Figure 1. Where the registers sit.
The bar under the picture is 20 um long. Other sequential cells in the stronger gray, the rest of the logic in the fainter gray.
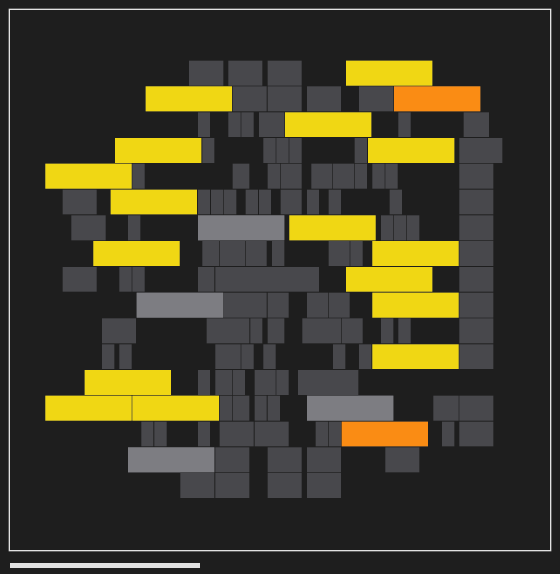
Figure 2. Placement view.
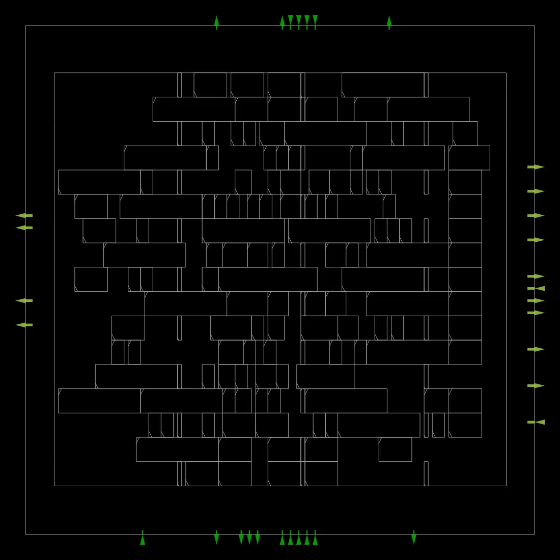
===== config.mk =====
export PLATFORM = sky130hd
export DESIGN_NAME = tdm_demux_rx
export DESIGN_NICKNAME = d
export VERILOG_FILES = /design/src/rtl/tdm_demux_rx.sv
export SDC_FILE = /design/constraint.sdc
export NUM_CORES = 1
export LEC_CHECK = 0
export ABC_AREA = 1
export CAP_MARGIN = 10
export CORE_MARGIN = 3
export CORE_UTILIZATION = 35
export DETAILED_ROUTE_END_ITERATION = 10
export GPL_TIMING_DRIVEN = 0
export HOLD_SLACK_MARGIN = 0.02
export PLACE_DENSITY = 0.72
export SKIP_CTS_REPAIR_TIMING = 1
export SYNTH_ARGS = -nofsm -noshare
export SYNTH_HDL_FRONTEND = slang
export SYNTH_SLANG_ARGS = --single-unit

===== constraint.sdc =====
create_clock -name clk -period 1.85 [get_ports clk]
set_input_delay 0.4625 -clock clk [delete_from_list [all_inputs] [get_ports clk]]
set_output_delay 0.4625 -clock clk [all_outputs]
set_load 0.02 [all_outputs]

===== src/rtl/tdm_demux_rx.sv =====
// Receive-side TDM demultiplexer: framing FSM steers each slot word to its own registered lane.
// Define TDM_DEMUX_PARITY_EN to add the in_par input and par_err output (even parity over in).
module tdm_demux_rx #(
  parameter  int LANES = 2,
  parameter  int WIDTH = 8,
  localparam int SW    = $clog2(LANES)
) (
  input  logic                   clk,
  input  logic                   rst,
  input  logic [WIDTH-1:0]       in,
  input  logic                   in_valid,
  input  logic                   frame,
`ifdef TDM_DEMUX_PARITY_EN
  input  logic                   in_par,
  output logic                   par_err,
`endif
  output logic [LANES*WIDTH-1:0] out,
  output logic [LANES-1:0]       out_valid,
  output logic [SW-1:0]          sel,
  output logic                   locked,
  output logic                   frame_err
);

  typedef enum logic {HUNT, LOCKED} state_t;

  state_t        state_q;
  logic [SW-1:0] sel_q;
  logic          locked_q;
  logic          frame_err_q;

  logic          accept;
  logic          par_ok;
  logic          wr;
  logic [SW-1:0] slot;
  logic          sel_last;

  assign sel_last = (sel_q == SW'(LANES - 1));

  // Which lane (if any) the current word belongs to, before the parity check.
  always_comb begin
    accept = 1'b0;
    slot   = '0;
    if (in_valid) begin
      if (state_q == HUNT) begin
        accept = frame;
      end else if (frame) begin
        accept = 1'b1;
      end else if (sel_q != '0) begin
        accept = 1'b1;
        slot   = sel_q;
      end
    end
  end

  assign wr = accept && par_ok;

  always_ff @(posedge clk or posedge rst) begin
    if (rst) begin
      state_q     <= HUNT;
      sel_q       <= '0;
      locked_q    <= 1'b0;
      frame_err_q <= 1'b0;
    end else begin
      frame_err_q <= 1'b0;
      if (in_valid) begin
        case (state_q)
          HUNT: begin
            if (frame) begin
              state_q  <= LOCKED;
              locked_q <= 1'b1;
              sel_q    <= SW'(1);
            end
          end
          LOCKED: begin
            if (frame) begin
              frame_err_q <= (sel_q != '0);
              sel_q       <= SW'(1);
            end else if (sel_q == '0) begin
              // Expected a frame strobe and did not get one: drop lock and hunt again.
              frame_err_q <= 1'b1;
              state_q     <= HUNT;
              locked_q    <= 1'b0;
              sel_q       <= '0;
            end else begin
              sel_q <= sel_last ? '0 : sel_q + SW'(1);
            end
          end
          default: begin
            state_q  <= HUNT;
            locked_q <= 1'b0;
            sel_q    <= '0;
          end
        endcase
      end
    end
  end

  for (genvar gi = 0; gi < LANES; gi++) begin : g_lane
    logic [WIDTH-1:0] data_q;
    logic             valid_q;
    logic             hit;

    assign hit = wr && (slot == SW'(gi));

    always_ff @(posedge clk or posedge rst) begin
      if (rst) begin
        data_q  <= '0;
        valid_q <= 1'b0;
      end else begin
        valid_q <= hit;
        if (hit) data_q <= in;
      end
    end

    assign out[gi*WIDTH +: WIDTH] = data_q;
    assign out_valid[gi]          = valid_q;
  end

`ifdef TDM_DEMUX_PARITY_EN
  logic par_err_q;

  assign par_ok = ~^{in, in_par};

  always_ff @(posedge clk or posedge rst) begin
    if (rst) par_err_q <= 1'b0;
    else     par_err_q <= in_valid && !par_ok;
  end

  assign par_err = par_err_q;
`else
  assign par_ok = 1'b1;
`endif

  assign sel       = sel_q;
  assign locked    = locked_q;
  assign frame_err = frame_err_q;

endmodule


==> summary.txt <==
Here are the numbers from the latest Yosys + OpenROAD run.

The number of antenna repair diodes is 0. The portion of the post-synthesis area used by sequential elements is between 60 and 70%. In this run the static leakage power is about 0.68 nW.

Max-cap violations in this run came to 0. The first-pass GRT wire length is 3312 um. The final cycle utilization of the critical path is a little over nine tenths.

The worst path meets setup with slightly below 0.06 ns of slack. Of the post-synthesis cell area, the dominant cell type holds about three fifths. The worst reg-to-reg path cell count came out at 6. Once synthesis finished, the tally of register bits stood at 22. The region available for standard cell placement spans about 0.0023 sq mm. The met2 usage in global routing came out at between 20% and 30%. The min-delay analysis places its worst path in the category flip-flop to flip-flop.

The mean post-synth cell area is ~9.5 sq um. The number of enable flip-flop cells came out at 0. The TritonCTS buffer count came out at 3. After Yosys synthesis, AND-OR and OR-AND compound gates account for between 2 and 2.5% of the synthesized area. For reference, the critical path is launched at g_lane[0].valid_q$_DFF_PP0_. Per report_power, the sequential group accounts for between 40% and 50% of the total. The average detailed-routed wire length per instance is between 10 and 15 um. The largest net degree at the start of global routing came out at 23. For this run, the final setup violation count is recorded as 0. For this configuration, the core starts out at a cell density of around 40%. The largest fanout on the critical path came out at 1. Of the total power, the share spent switching nets is between 30% and 40%. On met3, the global router reports a usage of around 2%.

The clock slew seen by the registers of the worst setup and hold paths came out at 0.12 ns. Across all hold checks on the routed design, the worst slack comes to ~0.48 ns. The final max-slew violation count recorded for this run is 0. At the end of routability-driven placement, the weighted congestion stood at about 0.77. The power report lists the clock group at around 0.37 mW. The busiest layer in global routing is met2. The slack of the worst reg-to-reg path came out at around 0.61 ns.

The flow ran to the end, and the final reports show no timing, DRC or antenna violations. The total die area is between 0.003 and 0.004 sq mm. The max-slew headroom at the worst pin is 45.88%.

The total global routing overflow is 0. The clock insertion delay at the later pin of the skew report came out at 0.31 ns. The highest layer touched by signal routing is met4. The power per standard cell area is roughly 1200 mW/mm^2.
Back to the opening pictures, Figure 1:
name in the netlist	color	sequential cells
g_lane.data_q	yellow	16
g_lane.valid_q	orange	2

Back to the opening pictures, Figure 2:
TAP cells: 28
fraction of the core area covered by cells at the end of the flow: 56.42%
number of fill cells in the layout: 230
number of sequential cells: 22
total number of placement rows: 17

[critical path, cell delays in order, from the launching register on]
cell                              delay (ns)
sky130_fd_sc_hd__dfrtp_1                0.38
sky130_fd_sc_hd__buf_4                  0.12
sky130_fd_sc_hd__clkdlybuf4s50_1        0.52
[state kept, by name, indices dropped and copies added, names as in the netlist]
signal / cells
sel: 1
frame_err: 1
locked: 1
g_lane.data_q: 16
g_lane.valid_q: 2
state_q: 1
[final cells by class]
cell class	count	area (sq um)
Tap cell	28	35.03
Multi-Input combinational cell	63	300.3
Fill cell	230	1020
Inverter	7	27.53
Buffer	4	31.28
Timing Repair Buffer	32	322.8
Sequential cell	22	550.5
Clock buffer	3	22.52
Clock inverter	1	30.03
Power is estimated from default activity; no workload was simulated.
